**M1 wires**

The bar under the picture is 20 um long. Supply wires on this layer in gray. Cells faint in the background.
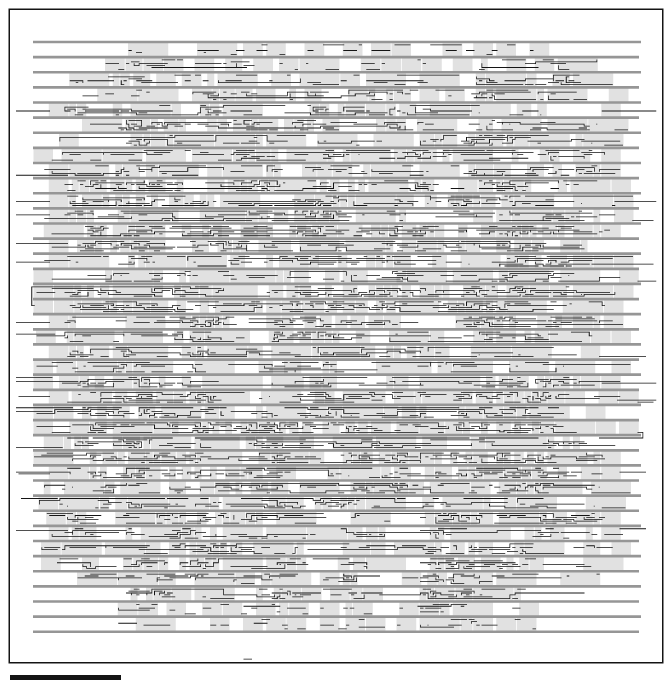
**Metal layers overlaid**

Two of the layers only.
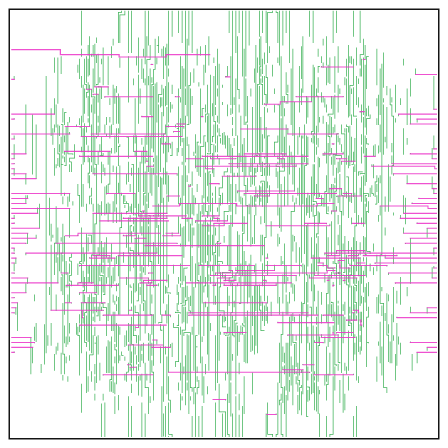
**Where the registers sit**

The bar under the picture is 20 um long.
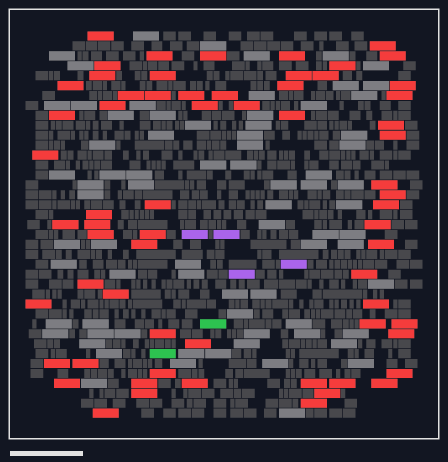
**I/O nets highlighted**

The bar under the picture is 20 um long.
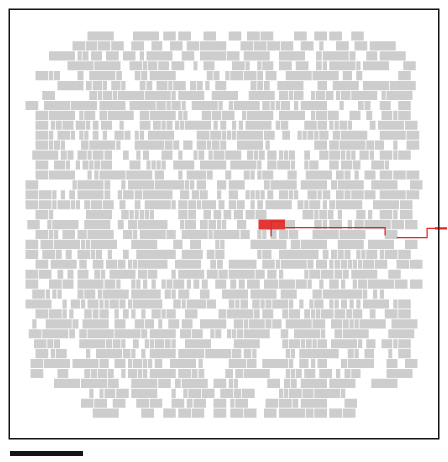
**Congestion heat map**

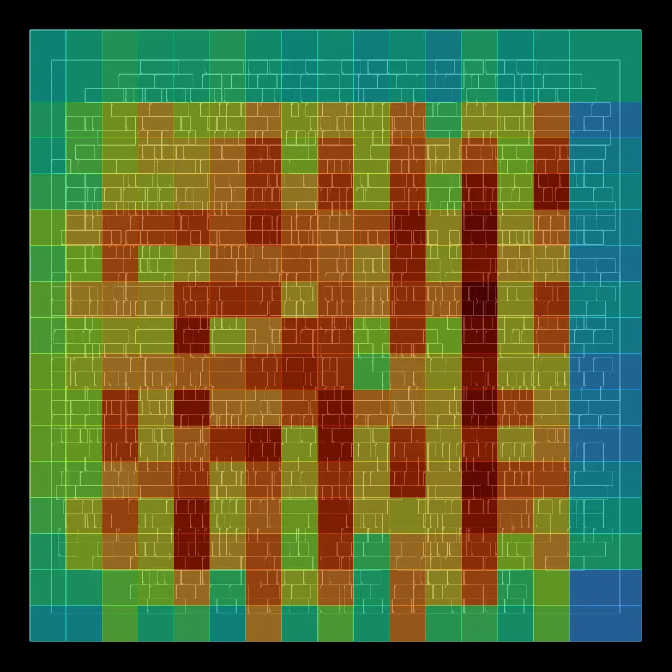
$ cat config.mk
export PLATFORM = sky130hd
export DESIGN_NAME = tile_spawner_flat
export DESIGN_NICKNAME = d
export VERILOG_FILES = /design/src/rtl/game_pkg.sv /design/src/rtl/tile_spawner_if.sv /design/src/rtl/tile_spawner.sv /design/src/flat_wrapper.sv
export SDC_FILE = /design/constraint.sdc
export NUM_CORES = 1
export LEC_CHECK = 0
export CAP_MARGIN = 20
export CORE_MARGIN = 4
export CORE_UTILIZATION = 55
export CTS_BUF_LIST = sky130_fd_sc_hd__clkbuf_4
export CTS_CLUSTER_SIZE = 24
export DETAILED_ROUTE_END_ITERATION = 8
export PLACE_DENSITY_LB_ADDON = 0.15
export RECOVER_POWER = 25
export SLEW_MARGIN = 0
export SYNTH_ARGS = -nofsm -noshare
export SYNTH_HDL_FRONTEND = slang
export SYNTH_SLANG_ARGS = --single-unit
$ cat constraint.sdc
create_clock -name clk -period 3 [get_ports clk]
set_input_delay 0.9 -clock clk [delete_from_list [all_inputs] [get_ports clk]]
set_output_delay 0.9 -clock clk [all_outputs]
set_load 0.005 [all_outputs]
$ cat src/rtl/game_pkg.sv
// Shared game definitions: board geometry, tile exponents, spawn FSM states.
package game_pkg;

    localparam int unsigned CELLS   = 16;
    localparam int unsigned EXP_W   = 4;
    localparam int unsigned BOARD_W = CELLS * EXP_W;

    localparam logic [EXP_W-1:0] EXP_EMPTY = 4'd0;
    localparam logic [EXP_W-1:0] EXP_TWO   = 4'd1;
    localparam logic [EXP_W-1:0] EXP_FOUR  = 4'd2;

    typedef enum logic [1:0] {
        IDLE,
        SCAN,
        DONE
    } spawn_state_t;

    // Extract the exponent of cell idx (cell i lives at [4i+3:4i]).
    function automatic logic [EXP_W-1:0] cell_get(input logic [BOARD_W-1:0] board,
                                                 input logic [3:0]         idx);
        return board[idx*EXP_W +: EXP_W];
    endfunction

endpackage

$ cat src/rtl/tile_spawner_if.sv
// Spawn request/response bundle between the move pipeline and tile_spawner.
interface tile_spawner_if;
    import game_pkg::*;

    logic               spawn_req;
    logic [7:0]         rnd;
    logic [BOARD_W-1:0] board_in;
    logic [BOARD_W-1:0] board_out;
    logic [3:0]         spawn_idx;
    logic               busy;
    logic               done;
    logic               full;

    modport master (
        output spawn_req, rnd, board_in,
        input  board_out, spawn_idx, busy, done, full
    );

    modport slave (
        input  spawn_req, rnd, board_in,
        output board_out, spawn_idx, busy, done, full
    );

endinterface

$ cat src/rtl/tile_spawner.sv
// Places one new tile ("2" or "4") in the first empty cell found by a circular
// scan starting at a random index; flags a full board after 16 probes.
module tile_spawner
    import game_pkg::*;
#(
    parameter int unsigned CELLS = 16,
    parameter int unsigned EXP_W = 4
) (
    input  logic           clk,
    input  logic           rst,
    tile_spawner_if.slave  bus
);

    localparam int unsigned BW = CELLS * EXP_W;

    spawn_state_t      state_q, state_d;
    logic [BW-1:0]     brd_q;
    logic [BW-1:0]     brd_wr;
    logic [3:0]        idx_q;
    logic [3:0]        cnt_q;
    logic [EXP_W-1:0]  exp_q;
    logic [BW-1:0]     board_out_q;
    logic [3:0]        spawn_idx_q;
    logic              full_q;

    logic              hit;
    logic              last;

    assign hit  = (cell_get(brd_q, idx_q) == EXP_EMPTY);
    assign last = (cnt_q == 4'd15);

    // Next-state logic for the IDLE -> SCAN -> DONE sequence.
    always_comb begin
        state_d = state_q;
        unique case (state_q)
            IDLE:    if (bus.spawn_req) state_d = SCAN;
            SCAN:    if (hit || last)   state_d = DONE;
            DONE:    state_d = IDLE;
            default: state_d = IDLE;
        endcase
    end

    // Latched board with the new tile written into the probed cell.
    always_comb begin
        brd_wr = brd_q;
        for (int i = 0; i < int'(CELLS); i++) begin
            if (4'(i) == idx_q) brd_wr[i*EXP_W +: EXP_W] = exp_q;
        end
    end

    // State register and scan datapath; results register on the edge entering DONE.
    always_ff @(posedge clk) begin
        if (rst) begin
            state_q     <= IDLE;
            brd_q       <= '0;
            idx_q       <= '0;
            cnt_q       <= '0;
            exp_q       <= '0;
            board_out_q <= '0;
            spawn_idx_q <= '0;
            full_q      <= 1'b0;
        end else begin
            state_q <= state_d;
            unique case (state_q)
                IDLE: begin
                    if (bus.spawn_req) begin
                        brd_q <= bus.board_in;
                        idx_q <= bus.rnd[3:0];
                        cnt_q <= '0;
                        // 1-in-8 chance of a "4"
                        exp_q <= (bus.rnd[7:5] == 3'b000) ? EXP_FOUR : EXP_TWO;
                    end
                end
                SCAN: begin
                    if (hit) begin
                        brd_q       <= brd_wr;
                        board_out_q <= brd_wr;
                        spawn_idx_q <= idx_q;
                        full_q      <= 1'b0;
                    end else if (last) begin
                        board_out_q <= brd_q;
                        full_q      <= 1'b1;
                    end else begin
                        idx_q <= idx_q + 4'd1;
                        cnt_q <= cnt_q + 4'd1;
                    end
                end
                DONE:    ;
                default: ;
            endcase
        end
    end

    assign bus.board_out = board_out_q;
    assign bus.spawn_idx = spawn_idx_q;
    assign bus.full      = full_q;
    assign bus.busy      = (state_q != IDLE);
    assign bus.done      = (state_q == DONE);

endmodule

$ cat src/flat_wrapper.sv
// flat-port wrapper written by rule: the top's interface ports become plain ports
module tile_spawner_flat import game_pkg::*;
#(
    parameter int unsigned CELLS = 16,
    parameter int unsigned EXP_W = 4
)
  (clk, rst, bus_spawn_req, bus_rnd, bus_board_in, bus_board_out, bus_spawn_idx, bus_busy, bus_done, bus_full);
  tile_spawner_if bus_i ();
  input  logic clk;
  input  logic rst;
  input wire logic [$bits(bus_i.spawn_req)-1:0] bus_spawn_req;
  input wire logic [$bits(bus_i.rnd)-1:0] bus_rnd;
  input wire logic [$bits(bus_i.board_in)-1:0] bus_board_in;
  output wire logic [$bits(bus_i.board_out)-1:0] bus_board_out;
  output wire logic [$bits(bus_i.spawn_idx)-1:0] bus_spawn_idx;
  output wire logic [$bits(bus_i.busy)-1:0] bus_busy;
  output wire logic [$bits(bus_i.done)-1:0] bus_done;
  output wire logic [$bits(bus_i.full)-1:0] bus_full;
  assign bus_i.spawn_req = bus_spawn_req;
  assign bus_i.rnd = bus_rnd;
  assign bus_i.board_in = bus_board_in;
  assign bus_board_out = bus_i.board_out;
  assign bus_spawn_idx = bus_i.spawn_idx;
  assign bus_busy = bus_i.busy;
  assign bus_done = bus_i.done;
  assign bus_full = bus_i.full;
  tile_spawner #(.CELLS(CELLS), .EXP_W(EXP_W)) u_core (.clk(clk), .rst(rst), .bus(bus_i));
endmodule
==> run_results.csv <==
group,metric,value,unit
synth,edf_count,0,
final_layout,comb_share,40.0,%
final_layout,final_cell_count_no_fill,1076,
clock_tree,clk_pin_slew,0.11,ns
final_layout,drive_gt1_share,9.32,%
drt,via_per_inst,6.10,
power,swShare,35.3,%
clock_tree,cts_tree,"done",
power,p_comb,1910,uW
global_route,grt_max_degree,42,
synth,synth_cells,785,
power,p_clk,1350,uW
die,num_rows,39,
final_layout,lay_top_count,"nand2_1",
timing,slew_headroom,40.3,%
final_layout,dominant_cells,"logic gates",
timing,tightest_slew,0.895,ns
final_layout,sh_seq_area,34.3,%
setup_path,crit_required,3.45,ns
synth,syn_nets,865,
worst_hold_path,holdCritStartpoint,"u_core.bus.board_out[50]",
final_layout,final_net_count,1001,
final_layout,fill_cells,884,
setup_path,crit_path_end,"u_core.brd_q[41]",
timing,period_needed,2.76,ns
clock_tree,clockBufferDepth,2,
drt,route.top_layer_used,"met4",
final_layout,logic_area,3380,um^2
synth,yosys_warnings,0,
power,pg_seq,2390,uW
power,p_leak,0.00331,uW
clock_tree,htree_levels,4,
global_route,grt_remaining_overflow,0,
synth,syn-cell-area,6570,um^2
clock_tree,clock-root-buffer,"clkbuf_4",
power,power.internal,3650,uW
die,fp_util,56.8,%
placement,placed_area,8140,um^2
setup_path,r2r-start,"u_core.brd_q[56]",
die,taps,143,
final_layout,inv_count,5,
placement,dp_hpwl,13.9,mm
timing,worst_hold_slack,0.472,ns
drt,ant_nets,0,
drt,dr_wl_met3,1.90,mm
timing,setup_ws,0.239,ns
setup_path,startpoint_type,"flop",
setup_path,worst_path_largest_cell_delay,0.50,ns
setup_path,startpoint,"u_core.brd_q[56]",
die,die-width,117,um
synth,yosysUniqueCellTypes,57,
clock_tree,cts.hold.buffers_added,0,
run,cap_violations,0,
drt,dr.pass1.iters,5,
setup_path,reg2regPathDepth,9,
final_layout,nonClkBufAreaFrac,19.6,%
synth,adder_share,0.953,%
final_layout,regArea,2900,um^2
die,die.size.y,117,um
die,core_area,11600,um^2
global_route,grt_pass1_vias,6377,
placement,globalplace.congestion,0.907,
power,ir_drop,0.339,mV
power,maxPowerGroup,"registers",
timing,finalClockSkew,0.0152,ns
power,cellPowerDensity,669,nW/um^2
power,power_frac_comb,33.8,%
synth,area_leaders,"dfxtp_1 44%, nand2_1 9.7%, a22o_1 5.6%, a21oi_1 4.6%, nor2_1 4.5%",
synth,ys_sh_xor,0.133,%
timing,slew_violations,0,
synth,yosysTopAreaCell,"dfxtp_1",
setup_path,crit_top_cell,"buf_4",
setup_path,cp.depth,9,
setup_path,crit_fanout,18,
global_route,antenna_found_initial,0,
synth,compound_area_share,25.9,%
worst_hold_path,worstHoldEndpoint,"u_core.bus.board_out[50]",
clock_tree,post_cts_buffers,0,
timing,rsz0062_at_grt,"false",
placement,dpl.cell_count,1045,
timing,fmax,362,MHz
synth,ys_seq_share,44.2,%
final_layout,antennaDiodeCount,0,
clock_tree,cts_inserted_buffers,17,
final_layout,seq_cell_count,145,
timing,hold_viol,0,
outcome,outcome,"completed",
power,total_power,5650,uW
power,p_sw,1990,uW
drt,drtIter0Drc,571,
final_layout,comb.multi_input.count,580,
setup_path,crit_buf_inv,2,
die,dieArea,13800,um^2
worst_hold_path,min_path_type,"reg2reg",
timing,fin_tns_setup,0,ns
final_layout,final-clk-cell-share,3.64,%
setup_path,cp_top_family,"simple AND/OR/NAND/NOR gates",
synth,synth.area.mux_share,4.32,%
setup_path,end_kind,"flop",
global_route,grt_first_pass_wirelength,31.9,mm
final_layout,n_clock_buffer,19,
power,sequentialPowerShare,42.3,%
setup_path,crit_chain,"nor4_1 -> a221oi_1 -> o21ai_0 -> nand4_1 -> buf_4 -> o21ai_2 -> buf_4 -> nand2_1 -> o2bb2ai_1",
synth,synth_stat.cells,785,
drt,wl_met2,9.32,mm
worst_hold_path,whs_path_depth,1,
synth,avgSynthCellArea,8.37,um^2
power,clock_power_share,23.9,%
synth,ys_area,6570,um^2
clock_tree,cts_num_sinks,145,
setup_path,ff2ff_setup_slack,0.24,ns
synth,yosys.area_share.simple,19.9,%
setup_path,worst_path_max_delay_cell,"nor4_1",
timing,fin_crit_sh,92.0,%
synth,synthArstFlopShare,0,%
synth,numSynthFlops,145,
setup_path,crit_arrival,3.21,ns
setup_path,reg2reg_to,"u_core.brd_q[41]",
timing,finalSetupViolCount,0,
global_route,grt_use_met2,47.7,%
clock_tree,worstSkewPairLatency,0.56,ns
global_route,grt.total_usage,29.8,%
final_layout,buffers_excl_clock,172,
synth,ff_type,"dfxtp_1",
global_route,grt_busiest_layer,"met2",
clock_tree,postCtsResizedCells,0,
synth,top_area_share,44.2,%
final_layout,layout_top_cells,"170 x nand2_1, 145 x dfxtp_1, 91 x clkdlybuf4s50_1, 78 x nor2_1, 61 x a21oi_1",
placement,place_ws,0.300,ns
synth,synth.logic.top_family,"AND-OR/OR-AND gates",
final_layout,final_area,8450,um^2
drt,wl_met1,8.00,mm
run,openroad.warnings,30,
setup_path,crit_type,"reg2reg",
drt,route.detailed.drc,0,
final_layout,syn2layout_area_growth,28.7,%
Notes on 'M1 wires' above:
- longest straight run: 49.2 um
- share of all routed wire: 40%
- nets with wire on the layer: 917
- wire length on this layer: 8,000 um
routed wire length: 20.0 mm
met1 usage: 36.8%
via count: 6,566

Notes on 'metal layers overlaid' above:
- M3: magenta (wire length 1,900 um)
- M2: green (wire length 9,320 um)

Notes on 'where the registers sit' above:
- `u_core.idx_q`: purple (flops 4; where center)
- `u_core.bus.board_out`: red (flops 64; where all over the die)
- `u_core.exp_q`: green (flops 2)
- not colored: 75

Notes on 'I/O nets highlighted' above:
- `bus_full`: red (direction output; end cells 1; wire 50.8 um)
num ports: 146
Buffers on Ports: 144

Notes on 'congestion heat map' above:
M3 GR Usage: 8.23%
Wirelength per Cell: 18.6 um
Core Util, Final: 73.1%

[cells in the mapped netlist, types with 2 or more instances]
library cell and number:
nor4_1 14, a311oi_1 2, mux2i_4 7, nor2_2 2, inv_1 5, a22oi_1 3
a31oi_1 3, o211ai_1 30, o21ai_1 6, a32o_1 2, dfxtp_1 145, nand4_1 2
buf_2 11, nand2b_1 3, a22o_1 42, nor3_1 5, a21o_1 9, nand3_1 2
o22ai_1 8, nor2_1 78, ha_1 5, clkbuf_1 24, buf_6 4, a221oi_1 2
or2_2 8, or2_1 4, and2_1 3, buf_1 10, mux2i_1 10, nor2b_1 5
clkbuf_2 3, o21ai_0 51, o2bb2ai_1 24, a21oi_1 61, nand2_1 170
Power and IR drop assume default switching activity.
